`src/rtl/uart_nn_pkg.sv`:
```
// Shared definitions for the UART-to-neural-network byte path.
//   BYTE_W  : width of one received UART byte
//   state_t : word assembler FSM states (IDLE / COLLECT)
//   clog2   : ceiling log2 helper for sizing pointers and counters
package uart_nn_pkg;

   localparam int BYTE_W = 8;

   typedef enum logic [0:0] {
      IDLE    = 1'b0,
      COLLECT = 1'b1
   } state_t;

   function automatic int clog2(input int value);
      int result;
      result = 0;
      while ((1 << result) < value) begin
         result = result + 1;
      end
      return result;
   endfunction

endpackage

```
`src/rtl/uart_word_assembler_sync_fifo.sv`:
```
// sync_fifo: first-word-fall-through word FIFO.
//   clk, rst_n : clock, asynchronous active-low reset
//   push, wr_data : write request and data (ignored when full unless popping)
//   pop        : read request (ignored when empty)
//   rd_data    : head entry, valid whenever empty is low
//   full, empty, count : occupancy status
// The storage array is read asynchronously so that a word written on an edge
// is presented at the head on that same edge, with no bypass path from wr_data.
module sync_fifo
   import uart_nn_pkg::*;
#(
   parameter int WIDTH = 16,
   parameter int DEPTH = 4
) (
   input  logic                     clk,
   input  logic                     rst_n,
   input  logic                     push,
   input  logic [WIDTH-1:0]         wr_data,
   input  logic                     pop,
   output logic [WIDTH-1:0]         rd_data,
   output logic                     full,
   output logic                     empty,
   output logic [clog2(DEPTH):0]    count
);

   localparam int PTR_W = (clog2(DEPTH) > 0) ? clog2(DEPTH) : 1;
   localparam int CNT_W = clog2(DEPTH) + 1;

   logic [WIDTH-1:0] mem [DEPTH];
   logic [PTR_W-1:0] wr_ptr_reg;
   logic [PTR_W-1:0] rd_ptr_reg;
   logic [CNT_W-1:0] count_reg;
   logic             do_push;
   logic             do_pop;

   assign full  = (count_reg == CNT_W'(DEPTH));
   assign empty = (count_reg == '0);
   assign count = count_reg;

   // A push into a full FIFO still succeeds if the head leaves on the same edge.
   assign do_pop  = pop && !empty;
   assign do_push = push && (!full || do_pop);

   assign rd_data = mem[rd_ptr_reg];

   always_ff @(posedge clk) begin
      if (do_push) begin
         mem[wr_ptr_reg] <= wr_data;
      end
   end

   // DEPTH is a power of two, so the pointers wrap naturally.
   always_ff @(posedge clk or negedge rst_n) begin
      if (!rst_n) begin
         wr_ptr_reg <= '0;
         rd_ptr_reg <= '0;
         count_reg  <= '0;
      end else begin
         if (do_push) begin
            wr_ptr_reg <= wr_ptr_reg + PTR_W'(1);
         end
         if (do_pop) begin
            rd_ptr_reg <= rd_ptr_reg + PTR_W'(1);
         end
         case ({do_push, do_pop})
            2'b10:   count_reg <= count_reg + CNT_W'(1);
            2'b01:   count_reg <= count_reg - CNT_W'(1);
            default: count_reg <= count_reg;
         endcase
      end
   end

endmodule

```
`src/rtl/uart_word_assembler.sv`:
```
// uart_word_assembler: packs received UART bytes little-endian into
// BYTES_PER_WORD-byte words and buffers them in a FIFO with valid/ready output.
//   clk, rst_n  : clock, asynchronous active-low reset
//   rx_data, rx_done : byte from the UART receiver and its 1-cycle strobe
//   word_out, word_valid, word_ready : output word handshake (FIFO head)
//   fifo_count  : words held
//   overflow    : sticky, a completed word was dropped because the FIFO was full
//   rx_abort    : 1-cycle pulse when a partial word is discarded on timeout
// Optional feature macro RX_TIMEOUT_EN: enables the inter-byte timeout that
// discards a stalled partial word after TIMEOUT_CLKS clocks.
module uart_word_assembler
   import uart_nn_pkg::*;
#(
   parameter int BYTES_PER_WORD = 2,
   parameter int FIFO_DEPTH     = 4,
   parameter int TIMEOUT_CLKS   = 65535
) (
   input  logic                               clk,
   input  logic                               rst_n,
   input  logic [7:0]                         rx_data,
   input  logic                               rx_done,
   output logic [8*BYTES_PER_WORD-1:0]        word_out,
   output logic                               word_valid,
   input  logic                               word_ready,
   output logic [clog2(FIFO_DEPTH):0]         fifo_count,
   output logic                               overflow,
   output logic                               rx_abort
);

   localparam int WORD_W = BYTE_W * BYTES_PER_WORD;
   localparam int IDX_W  = (BYTES_PER_WORD > 1) ? clog2(BYTES_PER_WORD) : 1;
   localparam logic [IDX_W-1:0] LAST_IDX = IDX_W'(BYTES_PER_WORD - 1);

   state_t            state_reg, state_next;
   logic [IDX_W-1:0]  index_reg, index_next;
   logic [WORD_W-1:0] shift_reg, shift_next;
   logic [WORD_W-1:0] assembled;
   logic              overflow_reg;
   logic              rx_abort_reg, abort_next;
   logic              push;
   logic              pop;
   logic              fifo_full;
   logic              fifo_empty;
   logic [WORD_W-1:0] fifo_head;

   // The incoming byte drops into the lane selected by the current index;
   // the completed word is therefore available combinationally on the last byte.
   for (genvar gi = 0; gi < BYTES_PER_WORD; gi++) begin : g_lane
      assign assembled[BYTE_W*gi +: BYTE_W] =
         (index_reg == IDX_W'(gi)) ? rx_data : shift_reg[BYTE_W*gi +: BYTE_W];
   end

`ifdef RX_TIMEOUT_EN
   logic [15:0] timer_reg, timer_next;
   logic        expired;

   assign expired = (state_reg == COLLECT) && !rx_done &&
                    (timer_reg == 16'(TIMEOUT_CLKS - 1));

   always_comb begin
      timer_next = '0;
      if (state_reg == COLLECT && !rx_done && !expired) begin
         timer_next = timer_reg + 16'd1;
      end
   end

   always_ff @(posedge clk or negedge rst_n) begin
      if (!rst_n) begin
         timer_reg <= '0;
      end else begin
         timer_reg <= timer_next;
      end
   end
`else
   logic [15:0] unused_timeout;
   assign unused_timeout = 16'(TIMEOUT_CLKS);
`endif

   always_comb begin
      state_next = state_reg;
      index_next = index_reg;
      shift_next = shift_reg;
      push       = 1'b0;
      abort_next = 1'b0;
      case (state_reg)
         IDLE: begin
            if (rx_done) begin
               shift_next = assembled;
               if (BYTES_PER_WORD == 1) begin
                  push = 1'b1;
               end else begin
                  index_next = IDX_W'(1);
                  state_next = COLLECT;
               end
            end
         end
         COLLECT: begin
            if (rx_done) begin
               shift_next = assembled;
               if (index_reg == LAST_IDX) begin
                  push       = 1'b1;
                  index_next = '0;
                  state_next = IDLE;
               end else begin
                  index_next = index_reg + IDX_W'(1);
               end
            end
`ifdef RX_TIMEOUT_EN
            else if (expired) begin
               index_next = '0;
               state_next = IDLE;
               abort_next = 1'b1;
            end
`endif
         end
         default: begin
            state_next = IDLE;
            index_next = '0;
         end
      endcase
   end

   always_ff @(posedge clk or negedge rst_n) begin
      if (!rst_n) begin
         state_reg    <= IDLE;
         index_reg    <= '0;
         shift_reg    <= '0;
         overflow_reg <= 1'b0;
         rx_abort_reg <= 1'b0;
      end else begin
         state_reg    <= state_next;
         index_reg    <= index_next;
         shift_reg    <= shift_next;
         rx_abort_reg <= abort_next;
         // Dropped only when full and the head is not leaving this edge.
         if (push && fifo_full && !pop) begin
            overflow_reg <= 1'b1;
         end
      end
   end

   assign pop = word_valid && word_ready;

   sync_fifo #(
      .WIDTH (WORD_W),
      .DEPTH (FIFO_DEPTH)
   ) u_fifo (
      .clk     (clk),
      .rst_n   (rst_n),
      .push    (push),
      .wr_data (assembled),
      .pop     (pop),
      .rd_data (fifo_head),
      .full    (fifo_full),
      .empty   (fifo_empty),
      .count   (fifo_count)
   );

   // Head storage is not reset, so the output is forced to zero while empty.
   assign word_valid = !fifo_empty;
   assign word_out   = word_valid ? fifo_head : '0;
   assign overflow   = overflow_reg;
   assign rx_abort   = rx_abort_reg;

endmodule
```
`config.mk`:
```
export PLATFORM = sky130hd
export DESIGN_NAME = uart_word_assembler
export DESIGN_NICKNAME = d
export VERILOG_FILES = /design/src/rtl/uart_nn_pkg.sv /design/src/rtl/uart_word_assembler_sync_fifo.sv /design/src/rtl/uart_word_assembler.sv
export SDC_FILE = /design/constraint.sdc
export NUM_CORES = 1
export LEC_CHECK = 0
export CAP_MARGIN = 20
export CORE_MARGIN = 5
export CORE_UTILIZATION = 50
export DETAILED_ROUTE_END_ITERATION = 16
export DONT_BUFFER_PORTS = 1
export GPL_ROUTABILITY_DRIVEN = 0
export PLACE_DENSITY = 0.71
export SLEW_MARGIN = 10
export SYNTH_ARGS = -nofsm -noshare
export SYNTH_HDL_FRONTEND = slang
export SYNTH_HIERARCHICAL = 1
export SYNTH_SLANG_ARGS = --single-unit
```
`constraint.sdc`:
```
create_clock -name clk -period 2.65 [get_ports clk]
set_input_delay 0.53 -clock clk [delete_from_list [all_inputs] [get_ports clk]]
set_output_delay 0.53 -clock clk [all_outputs]
set_load 0.02 [all_outputs]
```
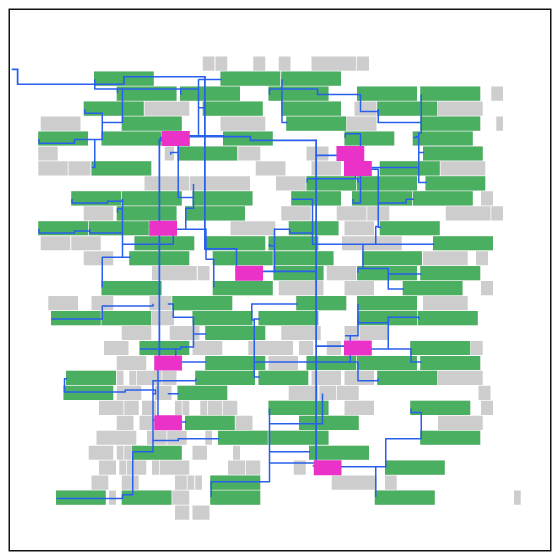
*Clock network drawn from the DEF, run 1*
flip-flops -> green  # count 90
clock wires -> blue  # length 970 um
cells driving clock nets -> magenta  # count 9
routed clock nets = 10
Clk pwr share: 0.205
Clock Skews: 0.005754 ns

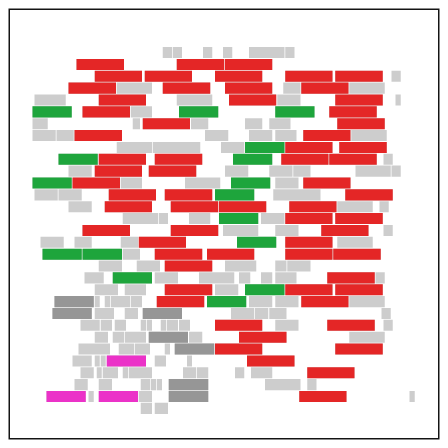
*Sequential cells grouped by signal name, run 1*
`u_fifo/count` -> magenta  # placed flops 3
`u_fifo/mem` -> red  # placed flops 64
`shift_reg` -> green  # placed flops 16
Seq area share: 0.6056
Register Area: 2572 um^2

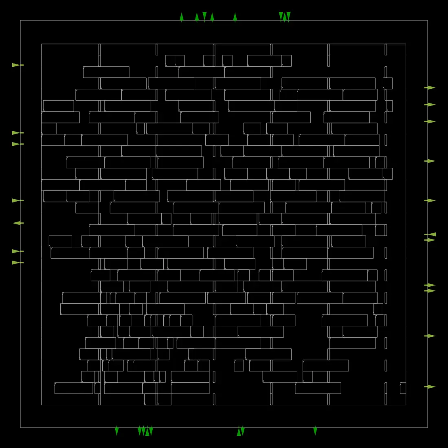
*Placed standard cells, run 1*
n_taps: 102
Layout Cells excl Fill: 322

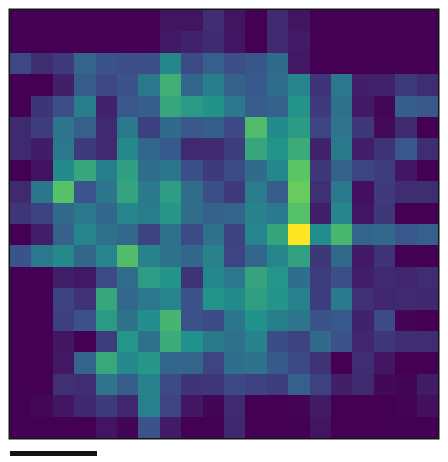
*Wiring heat map, run 1*
Scale bar: 20 um. The die is cut into 20 by 20 equal tiles; dark purple is low, yellow is high, scaled to the fullest tile. Values are wire area over tile area, all layers added.
fullest tile = 0.45
emptiest ninth of the die = lower right
densest ninth of the die = center
nearly empty tiles = 23%

==> out/metrics.csv, run 1 <==
metric;value;unit
outcome;completed;
Peak VDD IR;501.7;uV
vias in the first global route;1848;
maximum clock path buffer count;2;
WL/cell;19.29;um
vias post-DR;1709;
Avg Inst Size Synth;18.96;um^2
EDFF count, synth;64;
Detail Route Antenna Nets;0;
Hold/Removal Path Class;in -> reg;
largest net degree at the start of global routing;27;
Hold EP;index_reg$_DFFE_PN0P_;
tool warnings;29;
Slew Limit Fails;0;
first-pass GRT wire length;10.14;mm
syn_nets;223;
Distinct cells, synth;29;
Area after DPL;3993;um^2
Hold Fails Final Rpt;0;
P&R area growth vs syn;9.304;%
hold buffer count at cts;2;
min Tclk post-route;2.397;ns
ys async rst share;0.2889;
crit path kind;reg -> out;
Peak Freq;417.2;MHz
CTS Root Cell;clkbuf_8;
Worst setup EP type;output port;
CTS tree;built;
Fin Setup TNS;0;ns
fin util;0.5555;
Reg2Reg Setup Slack;0.31;ns
WL final;6.212;mm
-- run 1: kinds of logic after synthesis --
logic type,Yosys count,share of synthesized area
buffers and inverters,18,0.02704
AOI/OAI and AO/OA,3,0.008692
xor gates and xnor gates,6,0.01352
adders and majority gates,6,0.02125
muxes,50,0.2151
DFF,90,0.6619
other,1,0.0009649
and+or+nand+nor,31,0.05152
-- run 1: worst max-delay path, cell delays in order, from the launching register on --
cell and delay, ns:
dfrtp_1 0.38, buf_4 0.34, mux4_2 0.57, nor2b_1 0.22
-- run 1: metal layers --
| metal | vias to the layer above | track usage | part of all wire |
|---|---|---|---|
| li1 | 784 | - | - |
| met1 | 882 | 0.1723 | 0.42 |
| met2 | 33 | 0.2309 | 0.51 |
| met3 | 10 | 0.04357 | 0.056 |
| met4 | 0 | 0.06303 | 0.021 |
| met5 | - | 0 | 0 |
-- run 1: final cells by class --
cell class / count / area (um^2)
fill: 607 / 3400
sequential: 90 / 2572
multi-input combinational: 97 / 1214
tap: 102 / 127.6
clock buffer: 9 / 123.9
clock inverter: 7 / 101.3
timing repair buffer: 8 / 75.07
inverter: 9 / 33.78
-- run 1: worst max path at each step --
| stage | startpoint | endpoint | slack (ns) | cells after the start |
|---|---|---|---|---|
| 2_1_floorplan | u_fifo/count[0]$_DFFE_PN0P_ | u_fifo/count[2]$_DFFE_PN0P_ | 0.03 | 11 |
| 3_3_place_gp | u_fifo/count[2]$_DFFE_PN0P_ | u_fifo/count[2]$_DFFE_PN0P_ | 0.36 | 9 |
| 3_5_place_dp | u_fifo/count[2]$_DFFE_PN0P_ | u_fifo/count[2]$_DFFE_PN0P_ | 0.32 | 9 |
| 4_1_cts | u_fifo/rd_ptr_reg[0]$_DFFE_PN0P_ | word_out[13] | 0.20 | 3 |
| 5_1_grt | u_fifo/rd_ptr_reg[0]$_DFFE_PN0P_ | word_out[15] | 0.14 | 3 |
| 6_report | u_fifo/rd_ptr_reg[0]$_DFFE_PN0P_ | word_out[15] | 0.25 | 3 |
-- run 1: synth_stat cells, types with 2 or more instances --
| cell | instances | area share |
|---|---|---|
| and2_2 | 4 | 0.0077 |
| inv_1 | 9 | 0.0087 |
| mux4_2 | 16 | 0.093 |
| xor2_1 | 3 | 0.0068 |
| ha_1 | 5 | 0.016 |
| nor2_1 | 5 | 0.0048 |
| buf_2 | 2 | 0.0026 |
| xnor2_1 | 3 | 0.0068 |
| buf_4 | 3 | 0.0058 |
| mux2_4 | 25 | 0.097 |
| edfxtp_1 | 64 | 0.49 |
| mux2_2 | 8 | 0.023 |
| dfrtp_1 | 26 | 0.17 |
| nor2b_1 | 16 | 0.026 |
| clkbuf_1 | 2 | 0.0019 |
-- run 1: power breakdown --
part	leakage, nW	internal (mW)	switching [mW]
logic	0.602	0.851	0.985
registers	0.882	1.97	0.194
clock network	0.112	0.541	0.494
## Run 2: what changed since run 1
- CTS_CLUSTER_SIZE: unset -> 8
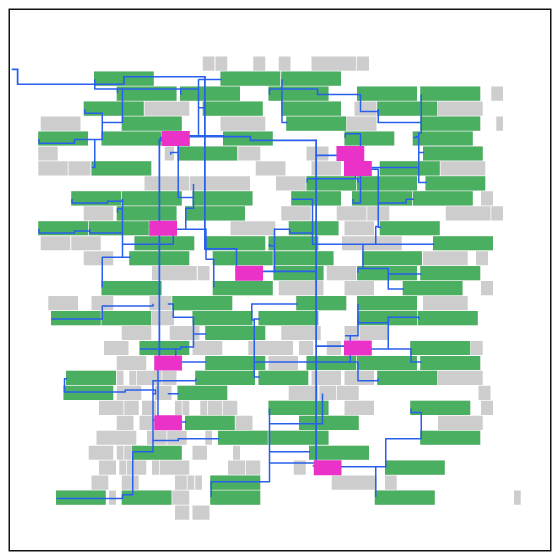
*Clock network drawn from the DEF, run 2*
cells driving clock nets -> magenta  # count 9
clock wires -> blue  # length 970 um
flip-flops -> green  # count 90
routed clock nets = 10

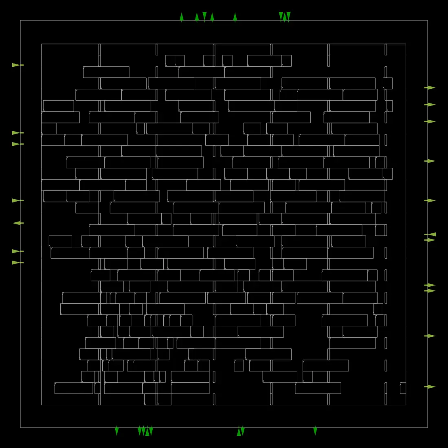
*Placed standard cells, run 2*
seq_cells: 90
fin util: 0.5555
Layout fillers: 607
core area: 7647 um^2
Row Count: 32

==> run 2 against run 1 <==
Compared with the run above:
- clock power about the same
- non-clock buffer count unchanged
- die area is the same
- clock skew unchanged
- register-to-register slack is essentially flat
- critical path depth stayed put
- count of clock-buffer cells in the layout stayed put
- final cell count stayed put
- largest cell class unchanged
==> out/metrics.csv, run 2 <==
metric;value;unit
CTS tree;built;
Fin Setup TNS;0;ns
Area after DPL;3993;um^2
CTS Root Cell;clkbuf_8;
vias post-DR;1709;
worst setup path startpoint;u_fifo/rd_ptr_reg[0]$_DFFE_PN0P_;
most instantiated cells after synthesis;edfxtp_1, dfrtp_1, mux2_4, mux4_2, nor2b_1;
ys async rst share;0.2889;
crit-path cells;buf_4 -> mux4_2 -> nor2b_1;
maximum clock path buffer count;2;
outcome;completed;
cells after synthesis;205;
tool warnings;29;
Sw Pwr;1.674;mW
Hold Fails Final Rpt;0;
crit path kind;reg -> out;
Pint;3.364;mW
WL final;6.212;mm
combinational share of power;0.364;
Max-area cell share;0.4945;
WL/cell;19.29;um
Clock Skews;0.005754;ns
RSZ-0062 raised after global routing;false;
P&R area growth vs syn;9.304;%
first-pass GRT wire length;10.14;mm
Register Area;2572;um^2
syn_nets;223;
Reg power frac;0.430;
sw frac;0.3322;
vias in the first global route;1848;
min Tclk post-route;2.397;ns
Cell area leaders;edfxtp_1, dfrtp_1, mux2_4, mux4_2, nor2b_1;
Distinct cells, synth;29;
leading area contributor after synthesis;edfxtp_1;
Clk pwr share;0.205;
Detail Route Antenna Nets;0;
Diodes inserted;0;
Worst setup EP type;output port;
Slew Limit Fails;0;
Avg Inst Size Synth;18.96;um^2
largest net degree at the start of global routing;27;
Logic cell area;1214;um^2
Peak Freq;417.2;MHz
Hold/Removal Path Class;in -> reg;
count leader, synth;edfxtp_1;
Peak VDD IR;501.7;uV
EDFF count, synth;64;
==> run 2: cell counts after synthesis <==
No cell type changed its count.
==> run 2: cell families after synthesis <==
kind of cell,synth area share
DFF,0.6619
buffers and inverters,0.02704
adders and majority gates,0.02125
and+or+nand+nor,0.05152
AOI/OAI and AO/OA,0.008692
other,0.0009649
xor gates and xnor gates,0.01352
muxes,0.2151
==> run 2: area by class of cell <==
| class | count | share of cell area |
|---|---|---|
| Sequential cell | 90 | 0.6056 |
| Timing Repair Buffer | 8 | 0.01767 |
| Clock inverter | 7 | 0.02386 |
| Inverter | 9 | 0.007953 |
| Multi-Input combinational cell | 97 | 0.2857 |
| Clock buffer | 9 | 0.02916 |
| Tap cell | 102 | 0.03004 |
==> run 2: worst paths after layout <==
path | cells after the start | slack (ns) | to
worst max-delay path | 3 | 0.25 | word_out[15]
worst min register to register | 1 | 0.50 | u_fifo/rd_ptr_reg[0]$_DFFE_PN0P_
worst min-delay path | 2 | 0.30 | index_reg$_DFFE_PN0P_
max in group asynchronous | 2 | 1.89 | shift_reg[5]$_DFFE_PN0P_
min in group asynchronous | 2 | 0.60 | shift_reg[14]$_DFFE_PN0P_
worst max register to register | 9 | 0.31 | u_fifo/count[2]$_DFFE_PN0P_
==> run 2: metal layers <==
layer / global-route usage / vias up / wire length [um]
met2: 0.2309 / 33 / 3150
li1: - / 784 / -
met3: 0.04357 / 10 / 345
met1: 0.1723 / 882 / 2585
met4: 0.06303 / 0 / 131
met5: 0 / - / 0
==> run 2: timing repair <==
| action | 4_1_cts | 5_1_grt |
|---|---|---|
| hold buffers | 2 | 0 |
| buffers inserted | 0 | 0 |
| endpoints found under the hold margin | 26 | 0 |
==> run 2: per-stage QoR <==
step	instances	utilization	power, mW
floorplan	205	-	3.726
global placement	304	0.5221	4.013
detailed placement	304	0.5221	4.054
CTS	322	0.5555	5.108
global route	322	0.5555	5.329
finish	322	0.5555	5.038
==> run 2: power groups by stage <==
stage / clock, mW / sequential [mW] / combinational (mW)
6_report: 1.03 / 2.17 / 1.84
5_1_grt: 1.12 / 2.20 / 2.01
3_5_place_dp: 0 / 2.20 / 1.86
4_1_cts: 1.05 / 2.17 / 1.88
3_3_place_gp: 0 / 2.18 / 1.83
2_1_floorplan: 0 / 2.15 / 1.58
==> run 2: critical path, delay by kind of cell (launching register included) <==
family                 cells  cell delay, ns
AND/OR/NAND/NOR            1            0.22
buffers and inverters      1            0.34
multiplexers               1            0.57
flip-flops                 1            0.38
### Wiring heat map, run 2

Scale bar: 20 um. The die is cut into 20 by 20 equal tiles; dark purple is low, yellow is high, scaled to the fullest tile. Values are wire area over tile area, all layers added.
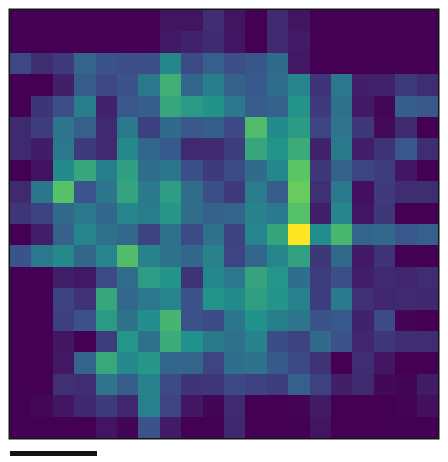

## Run 3: what changed since run 2
- REMOVE_ABC_BUFFERS: unset -> 1
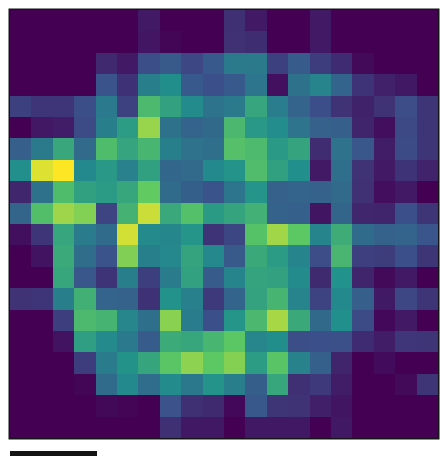
*Wiring heat map, run 3*
Scale bar: 20 um. The die is cut into 20 by 20 equal tiles; dark purple is low, yellow is high, scaled to the fullest tile. Values are wire area over tile area, all layers added.
tiles over half the peak = 21%
fullest tile = 0.38
mean over tiles = 0.10

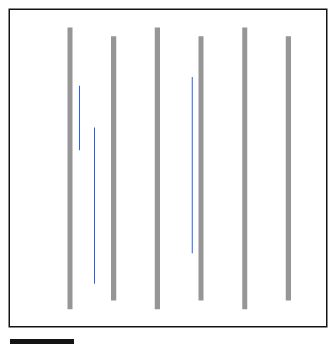
*Met4 routing, run 3*
Scale bar: 20 um. Supply wires on this layer in gray.
longest straight run = 54.4 um
wire length on this layer = 122 um

==> run 3 against run 2 <==
Compared with the run above:
- register-to-register slack gained 0.02 ns
- via count grew 0.29%
- largest cell class unchanged
- sequential power is essentially flat
- largest power group unchanged
- routed wire length grew 2.7%
- total power shrank 2.2%
- non-clock buffer count grew 1
- combinational power is essentially flat
- worst setup slack gained 0.060 ns
- flip-flop count is the same
==> out/metrics.csv, run 3 <==
metric;value;unit
Row Count;32;
EDFF count, synth;64;
hold buffer count at cts;2;
outcome;completed;
setup bufs post-CTS;0;
Hold/Removal Path Class;in -> reg;
comb area leader;multiplexers;
placed insts;305;
core area;7647;um^2
Cell area leaders;edfxtp_1, dfrtp_1, mux2_4, mux4_2, nor2b_1;
crit path kind;reg -> out;
XORs/XNORs by Area;0.01352;
Slew Limit Fails;0;
maximum clock path buffer count;2;
leading area contributor after synthesis;edfxtp_1;
MUX area fraction;0.2151;
Synth Area in Adders;0.02125;
WL/cell;19.75;um
Worst setup EP type;output port;
P&R area growth vs syn;8.661;%
vias in the first global route;1906;
Distinct cells, synth;29;
cells after synthesis;205;
CTS Root Cell;clkbuf_8;
fin util;0.5522;
==> run 3: cell count changes in the layout (fill, tap and decap cells not counted) <==
cell	change
buf_4	+1
bufinv_16	-1
clkinv_1	+1
clkinv_2	+1
inv_8	-1
==> run 3: logic make-up after synthesis <==
family	Yosys count
compound gates	3
xor+xnor	6
fa+ha+maj	6
buf+inv	18
flops	90
mux	50
other cells	1
simple gates	31
==> run 3: worst max-delay path, stage by stage, from the launching register on <==
cell	delay, ns
dfrtp_1	0.55
buf_4	0.29
mux4_2	0.23
nor2b_1	0.38
==> run 3: power breakdown <==
group	switching, mW	internal, mW
clock network	0.472	0.434
registers	0.191	1.97
logic	0.995	0.863
==> run 3: worst paths after layout <==
path                                                        from                     endpoint  slack (ns)  cells past startpoint
worst max-delay path            u_fifo/rd_ptr_reg[1]$_DFFE_PN0P_                  word_out[0]        0.31                      3
worst min-delay path                                     rx_done        index_reg$_DFFE_PN0P_        0.31                      2
worst max register to register       u_fifo/count[1]$_DFFE_PN0P_  u_fifo/count[2]$_DFFE_PN0P_        0.33                      9
worst min register to register               state_reg$_DFF_PN0_          state_reg$_DFF_PN0_        0.51                      2
max in group asynchronous                                  rst_n     shift_reg[7]$_DFFE_PN0P_        1.88                      2
min in group asynchronous                                  rst_n     shift_reg[1]$_DFFE_PN0P_        0.61                      2
==> run 3: per-layer routing <==
metal,vias to the layer above,GRT usage,routed length [um]
li1,786,-,-
met1,881,0.1844,2789
met2,36,0.2209,3105
met3,11,0.04143,362
met4,0,0.06513,122
met5,-,0,0
==> run 3: through the flow <==
step	setup WS [ns]	hold WS, ns	area [um^2]	setup TNS [ns]
detailed placement	0.3338	0.2352	4000	0
global route	0.1013	0.2970	4223	0
global placement	0.3852	0.2353	4000	0
CTS	0.2868	0.3003	4223	0
floorplan	-0.4398	0.2344	3815	-0.6986
finish	0.3133	0.3128	4223	0
==> run 3: final cells by class <==
| cell class | instances | area, um^2 | share of cell area |
|---|---|---|---|
| multi-input cells | 97 | 1214 | 0.2874 |
| clock buffers | 9 | 123.9 | 0.02933 |
| clock inverters | 7 | 68.82 | 0.01630 |
| inverters | 9 | 33.78 | 0.008000 |
| flip-flops and latches | 90 | 2572 | 0.6092 |
| repair buffers | 9 | 82.58 | 0.01956 |
| well taps | 102 | 127.6 | 0.03022 |
No activity file was given, so power comes from the tool's default toggle rates.
